Fig. 1: routed metal per tile
The die is cut into 16 by 11 equal tiles; dark blue is low, red is high, scaled to the fullest tile. Values are wire area over tile area, all layers added.
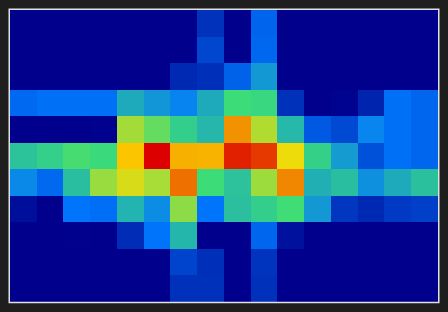
Fig. 2: placed standard cells
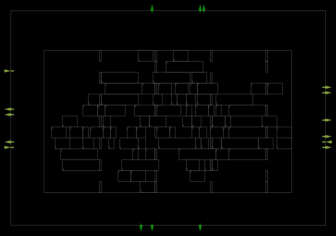
Fig. 3: layout detail
Scale bar: 10 µm. Region (27, 25) to (52, 50) µm. Cells in grey, sequential cells in the stronger grey; small squares are vias.
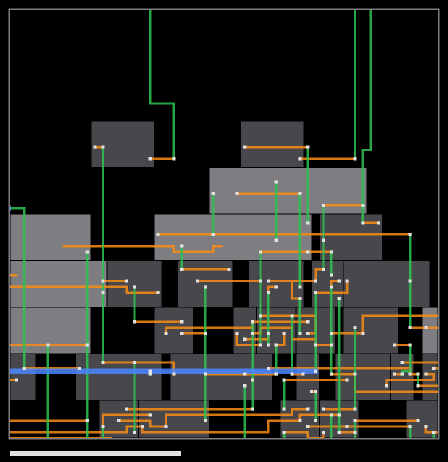
Fig. 4: routed clock nets over the placement
Scale bar: 20 µm.
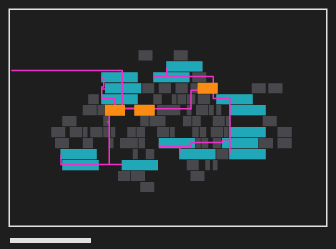
$ cat src/rtl/recorder_pkg.sv
// Shared recorder definitions: default recording length and timer state encoding.
// Pure declarations, no latency; carries no flow-control behaviour.
// Imported by the recorder timing blocks.
package recorder_pkg;

    localparam int unsigned DEFAULT_N_SAMPLES = 4096;

    typedef enum logic {
        COUNTING = 1'b0,
        DONE     = 1'b1
    } timer_state_t;

endpackage

$ cat src/rtl/rise_edge_detect.sv
// Rising-edge detector: one-cycle tick on each 0->1 transition of sig.
// Latency: combinational tick against a 1-cycle history register.
// Backpressure: none, a level held high yields a single tick.
module rise_edge_detect (
    input  logic clk,
    input  logic rst_n,
    input  logic sig,
    output logic tick
);

    logic sig_q;

    always_ff @(posedge clk or negedge rst_n) begin
        if (!rst_n) begin
            sig_q <= 1'b0;
        end else begin
            sig_q <= sig;
        end
    end

    // History clears in reset, so a level already high at release counts once.
    assign tick = sig & ~sig_q;

endmodule

$ cat src/rtl/sample_timer.sv
// Recording-duration timer: counts D_done rising edges, sticky done_o after N_SAMPLES.
// Latency: count_o/done_o update on the clk edge that samples the qualifying edge.
// Backpressure: none; edges arriving after done are ignored until reset.
module sample_timer
    import recorder_pkg::*;
#(
    parameter int unsigned N_SAMPLES = DEFAULT_N_SAMPLES,
    parameter int unsigned CNT_W     = $clog2(N_SAMPLES + 1)
) (
    input  logic             clk,
    input  logic             reset,
    input  logic             D_done,
    output logic             done_o,
    output logic [CNT_W-1:0] count_o
);

    localparam logic [CNT_W-1:0] LAST_CNT = CNT_W'(N_SAMPLES - 1);
    localparam logic [CNT_W-1:0] FULL_CNT = CNT_W'(N_SAMPLES);

    timer_state_t     state;
    logic [CNT_W-1:0] count;
    logic             tick;

    rise_edge_detect u_done_edge (
        .clk   (clk),
        .rst_n (reset),
        .sig   (D_done),
        .tick  (tick)
    );

    always_ff @(posedge clk or negedge reset) begin
        if (!reset) begin
            state <= COUNTING;
            count <= '0;
        end else begin
            case (state)
                COUNTING: begin
                    if (tick) begin
                        if (count == LAST_CNT) begin
                            count <= FULL_CNT;
                            state <= DONE;
                        end else begin
                            count <= count + 1'b1;
                        end
                    end
                end
                // Terminal until reset: count parks at N_SAMPLES.
                DONE: begin
                    state <= DONE;
                end
                default: begin
                    state <= COUNTING;
                    count <= '0;
                end
            endcase
        end
    end

    assign done_o  = (state == DONE);
    assign count_o = count;

endmodule

$ cat config.mk
export PLATFORM = sky130hd
export DESIGN_NAME = sample_timer
export DESIGN_NICKNAME = d
export VERILOG_FILES = /design/src/rtl/recorder_pkg.sv /design/src/rtl/rise_edge_detect.sv /design/src/rtl/sample_timer.sv
export SDC_FILE = /design/constraint.sdc
export NUM_CORES = 1
export LEC_CHECK = 0
export CORE_ASPECT_RATIO = 0.6
export CORE_MARGIN = 8
export CORE_UTILIZATION = 30
export CTS_BUF_LIST = sky130_fd_sc_hd__clkbuf_4 sky130_fd_sc_hd__clkbuf_8
export DETAILED_ROUTE_END_ITERATION = 10
export PLACE_DENSITY_LB_ADDON = 0.3
export SYNTH_ARGS = -nofsm -noshare
export SYNTH_HDL_FRONTEND = slang
export SYNTH_SLANG_ARGS = --single-unit
export TNS_END_PERCENT = 10
$ cat constraint.sdc
create_clock -name clk -period 4.96 [get_ports clk]
set_input_delay 1.488 -clock clk [delete_from_list [all_inputs] [get_ports clk]]
set_output_delay 1.488 -clock clk [all_outputs]
set_load 0.01 [all_outputs]
==> impl_metrics.toml <==
# physical design summary
[cells_and_area]
largest_register_ffs = 13
ff_count = 15
buffers = 16
final_area_um2 = 938
layout_top_cells = "clkdlybuf4s50_1, dfrtp_1, xnor2_1"
comb_cells = 46
nonClkBufAreaFrac_pct = 17.1

[global_route]
use_met2_pct = 8.76
grtUsageMet3_pct = 4.90
grt_pass1_wl_mm = 2.15
track_usage_pct = 6.71
grt_max_degree = 16
top_usage_layer = "met2"
grt_pass1_vias = 469

[timing]
report.final.setup_viol = 0
skew_ns = 0.00352
finalSetupTns_ns = 0
finalCriticalPeriod_ns = 3.05
slew_headroom_pct = 57.0

[setup_path]
cpPeakStageDelay_ns = 0.51
cp_top_family = "simple AND/OR/NAND/NOR gates"
path_cells = "clkdlybuf4s50_1 -> or3b_1 -> or3_4 -> nor3_4 -> nor2_1"
r2r_end = "count_o[11]$_DFFE_PN0P_"
cp.arrival_ns = 3.17
endpoint = "count_o[11]$_DFFE_PN0P_"
path_class = "primary input to register"
cp_num_buf_inv = 1

[clock_network]
cts_tree = "yes"
cts_setup_buffers = 0
clock_sinks = 15

[yosys]
fp_nets = 69
yosysTopAreaCell = "dfrtp_1"
common_cells = "dfrtp_1, xnor2_1, nor2_1"
synth_area_um2 = 699
mux_share_pct = 0
synthFlopType = "dfrtp_1"
logic_family = "simple AND/OR/NAND/NOR gates"
synthCells = 65
area_leaders = "dfrtp_1, xnor2_1, xor2_1"

[hold_path]
hp-class = "register to register"
whs_endpoint = "count_o[10]$_DFFE_PN0P_"
hold_depth = 1

[floorplan]
io_pins = 17
initCoreUtil_pct = 32.1
core_area_um2 = 2180
fp.dieW_um = 78.3
chip_area_um2 = 4180

[routing]
routed.top_layer = "met3"
finalWirelength_mm = 1.29
route.met3.wl_um = 133
dr.pass1.iters = 4
ant_nets = 0
drtIter0Drc = 17

[placement]
place_inst = 110
pre_cts_ws_ns = 1.65

[pwr]
powerComb_uw = 96.8
p_int_uw = 260
switching_power_uw = 110
switching_share_pct = 29.8
finalPower_uw = 370
pwr-share-clk_pct = 25.6

[outcome]
outcome = "finished clean"
About Fig. 1:
mean over tiles: 0.051
emptiest ninth of the die: north-east
fullest tile: 0.27
tiles over half the peak: 11%
nearly empty tiles: 48%

About Fig. 2:
number of well taps: 30
sequential share of cell area: 40.0%
post-route non-filler standard cell count: 114

About Fig. 3:
[green] M2
[orange] M1
[blue] M3
most frequent: dfrtp_1 (5), xnor2_1 (4)
sequential cells in the window: 5
netlist names of flops here include: count_o (5)
cells with their middle in the window: 29

About Fig. 4:
[magenta] clock wires | length: 178 µm
[cyan] flip-flops | count: 15
[orange] clock-net drivers | count: 3
routed clock nets: 4

Power and IR drop assume default switching activity.
